**Run 1: nets reached from selected ports**

(2 px per µm)
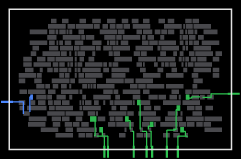
**Run 1: placement density heat map**

(3 px per µm) The die is cut into 11 by 7 equal tiles; dark blue is low, red is high, 0 to 100% covered.
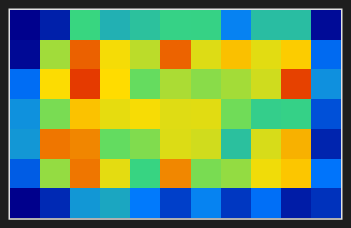
**Run 1: M1 wires**

(4 px per µm) Supply wires on this layer in grey. Cells faint in the background.
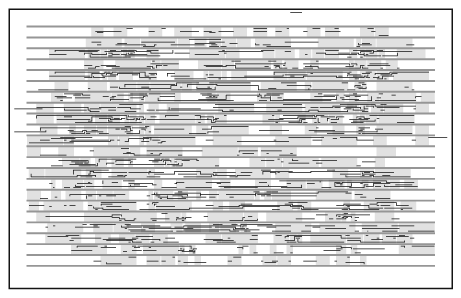
==> config.mk <==
export PLATFORM = sky130hd
export DESIGN_NAME = fifo_stream_reader_flat
export DESIGN_NICKNAME = d
export VERILOG_FILES = /design/src/rtl/fifo_stream_reader_pkg.sv /design/src/rtl/fifo_stream_reader_if.sv /design/src/rtl/fifo_stream_reader_skid_buf.sv /design/src/rtl/fifo_stream_reader.sv /design/src/flat_wrapper.sv
export SDC_FILE = /design/constraint.sdc
export NUM_CORES = 1
export LEC_CHECK = 0
export CAP_MARGIN = 20
export CORE_ASPECT_RATIO = 0.6
export CORE_MARGIN = 4
export CORE_UTILIZATION = 45
export DETAILED_ROUTE_END_ITERATION = 12
export GPL_ROUTABILITY_DRIVEN = 0
export PLACE_DENSITY = 0.71
export SETUP_SLACK_MARGIN = 0.3
export SLEW_MARGIN = 20
export SYNTH_ARGS = -nofsm -noshare
export SYNTH_HDL_FRONTEND = slang
export SYNTH_SLANG_ARGS = --single-unit
==> constraint.sdc <==
create_clock -name clk -period 2.1 [get_ports clk]
set_input_delay 0.315 -clock clk [delete_from_list [all_inputs] [get_ports clk]]
set_output_delay 0.315 -clock clk [all_outputs]
set_load 0.02 [all_outputs]
==> run notes <==
Summary of the current implementation state.

- The number of slew-limit violations in the final report is 0, for reference.
- TritonCTS built the clock tree.
- The report lists the number of standard-cell rows as 22.
- The H-tree depth is 3, for reference.
- Excluding fillers, the count of instances in the completed layout stands at approximately 410.
- The hold path depth is 1, for reference.
- The total setup violations reported at the end of the flow is 0, for reference.
- The netlist uses 32 different library cells.
- Yosys attributes the largest share of cell area to sky130_fd_sc_hd__dfrtp_1 56%, sky130_fd_sc_hd__mux2_2 9.6%, sky130_fd_sc_hd__xnor2_1 9.3%.
- The net count reported at finish is 336, for reference.
- The data required time reported for the critical path is 1.78 ns.
- The area share of the leading cell type in the synthesized netlist is 0.557, for reference.
- The detailed router's first-iteration violation count is 103, for reference.
- In the setup report, the worst path falls into the class flip-flop to primary output.
- The power report lists cell-internal power as 3110 µW.
- The area of all sequential standard cells is 0.00158 mm², for reference.
- The number of buffers inserted during clock tree synthesis is 9, for reference.
- The root buffer cell is sky130_fd_sc_hd__clkbuf_8, for reference.
- Counting both buffers and inverters, the worst setup path holds a total of 1.
- The Yosys step of the flow raised 0 warnings.
- The commonest register cell is sky130_fd_sc_hd__dfrtp_1.
- Summed over all failing endpoints, the final setup total negative slack is 0 ns.
- The vertical die size is 69.4 µm, for reference.
- The overall die size recorded for this design is 0.00766 mm².
- The final timing report lists clock skew as ~0.0076 ns.
- The endpoint type of the worst setup path is a primary output, for reference.
- Fill cells in the final layout number roughly 510.
- The global-route layer with the greatest usage is met2, for reference.
- The width of the die is 110 µm, for reference.
- Looking at the critical path, the single cell with the biggest stage delay is sky130_fd_sc_hd__dfrtp_1.
- The hold violation count in the final report is 0, for reference.
- Before any placement, the netlist area is recorded as 0.00283 mm².
- Of the cells placed in the final design, the portion with a size suffix greater than 1 is 0.303.
- The logic depth of the worst setup path including buffers is 4, for reference.
- For this run, the chip area from Yosys synthesis comes to 0.00283 mm².
- The first global-routing pass estimated approximately 11000 µm of wire.
- For the pin with the worst max-slew slack, the measured transition is 0.500 ns.
- Sorting the synthesized cells by how often they occur yields 63 x sky130_fd_sc_hd__dfrtp_1, 30 x sky130_fd_sc_hd__xnor2_1, 24 x sky130_fd_sc_hd__mux2_2.
- The clock group share of total power is 0.214, for reference.
- The number of antenna violations at the first check in global routing was 0.
- The run finished with clean final reports.
- The report lists the cells along the critical path as ha_2 -> ha_4 -> a2111oi_4 -> buf_4.
- The largest single stage delay on the critical path is 0.38 ns.
- Note, the detailed placer reported a final HPWL of 4050 µm.
- The number of maximum-capacitance violations is 0, for reference.
- Yosys reported that registers with async set or reset make up 1.00.
- The clock tree has to reach 63 sinks.
- Per the skew report, the later register of the worst-skew pair sees a clock latency of around 0.34 ns.
- Across all register-to-register paths, the minimum setup slack is 0.25 ns.
- Data arrives at the worst endpoint at between 1.5 and 2 ns.
- The largest net degree at the start of global routing is between 60 and 70, for reference.
- The total overflow left after global routing is 0.
- Setup repair after global routing could not meet its margin everywhere.
- The relative slew slack is 0.663, for reference.
- The worst ir drop on vdd is about 0.63 mV, for reference.
- In the detailed route, the total length drawn on met3 is 301 µm.
- The number of nets with antenna violations after routing is 0, for reference.
- Summed over all instances, the cell type with the most area after synthesis is sky130_fd_sc_hd__dfrtp_1.
- The dominant cell by count in the synthesized netlist is sky130_fd_sc_hd__dfrtp_1, for reference.
- The power report attributes to the sequential group a share of 0.392.
- On the critical path the largest part of the delay comes from adder cells.
- The post-synth count of flops with an enable pin is 0.
- The group with the largest share of power is combinational cells, for reference.
- The highest metal layer with signal wires is met4, for reference.
- The number of antenna diodes in the final layout is 0.
- The power in the clock group is 1010 µW, for reference.
- The leakage component of the power was reported as 0.00184 µW.
- The first-pass detailed-route iteration total is 4, for reference.
- The number of buffers on the longest clock path is 2, for reference.
- The instance count after placement with tap cells included is 381, for reference.
- The power per standard cell area is ~1200 mW/mm², for reference.
- The post-synthesis average cell area is 12.1 µm², for reference.
Back to the opening pictures, 'nets reached from selected ports':
[green] bus_m_data | direction: output | end cells: 8 | wire: 142 µm
[blue] enable | direction: input | end cells: 1 | wire: 20.3 µm
count of input and output buffers: 55
number of primary I/O pins: 56

Back to the opening pictures, 'placement density heat map':
nearly empty tiles: 3.9%
mean over tiles: 51%
tiles over 75% full: 17%
Core Util, Final: 0.650
core area: 0.00611 mm²
Initial Utilization: 0.463

Back to the opening pictures, 'M1 wires':
wire length on this layer: 3000 µm
main direction: horizontal
share of all routed wire: 48%
vias: 2054
wirelength, routed: 6210 µm
met1 layer usage reported by global route: 0.247

-- run 1: layout by cell type, fill, tap and decap left out, drive strengths merged --
cell type      count
a21o               2
nor2               6
nor2b              1
dlygate4sd2        2
clkinvlp           1
mux2              24
xor2               3
a2111oi            1
nand3             15
clkdlybuf4s15      1
nand4b             1
buf               35
and4               3
clkdlybuf4s50     33
inv                6
dlygate4sd3        1
and3               2
dfrtp             63
clkbuf            14
xnor2             30
nand4             14
dlymetal6s2s       8
nor3               4
clkinv             1
or2                1
ha                 5
nor3b              1
o21ai             11
nand2             22
mux2i              8
nor4               2
or3                2
-- run 1: stage by stage --
step | util | setup WS, ns | instance area (µm²)
2_1_floorplan | - | 0.302 | 2850
3_3_place_gp | 0.588 | -0.0817 | 3590
3_5_place_dp | 0.588 | -0.0930 | 3590
4_1_cts | 0.631 | 0.131 | 3860
5_1_grt | 0.650 | 0.0499 | 3970
6_report | 0.650 | 0.146 | 3970
-- run 1: cells by family (layout without fill, tap and decap cells) --
logic type	Yosys count	in the layout	synth area share
buffers and inverters	12	102	0.0190
xor gates and xnor gates	33	33	0.102
DFF	63	63	0.557
AOI/OAI and AO/OA	14	14	0.0292
adders and majority gates	5	5	0.0221
and+or+nand+nor	74	74	0.146
muxes	32	32	0.124
-- run 1: repair_timing --
| item | 4_1_cts | 5_1_grt |
|---|---|---|
| gates cloned | 1 | 0 |
| hold buffers | 1 | 0 |
| pin swaps | 4 | 8 |
| resized | 69 | 28 |
| buffers inserted | 3 | 5 |
| endpoints found under the setup margin | 26 | 28 |
| hold endpoints to repair | 63 | 0 |
-- run 1: final cells by class --
class / count / share of cell area
sequential: 63 / 0.397
multi-input combinational: 158 / 0.328
clock buffer: 14 / 0.0460
tap: 84 / 0.0264
clock inverter: 2 / 0.00315
inverter: 6 / 0.00567
timing repair buffer: 80 / 0.193
Power is estimated from default activity; no workload was simulated.
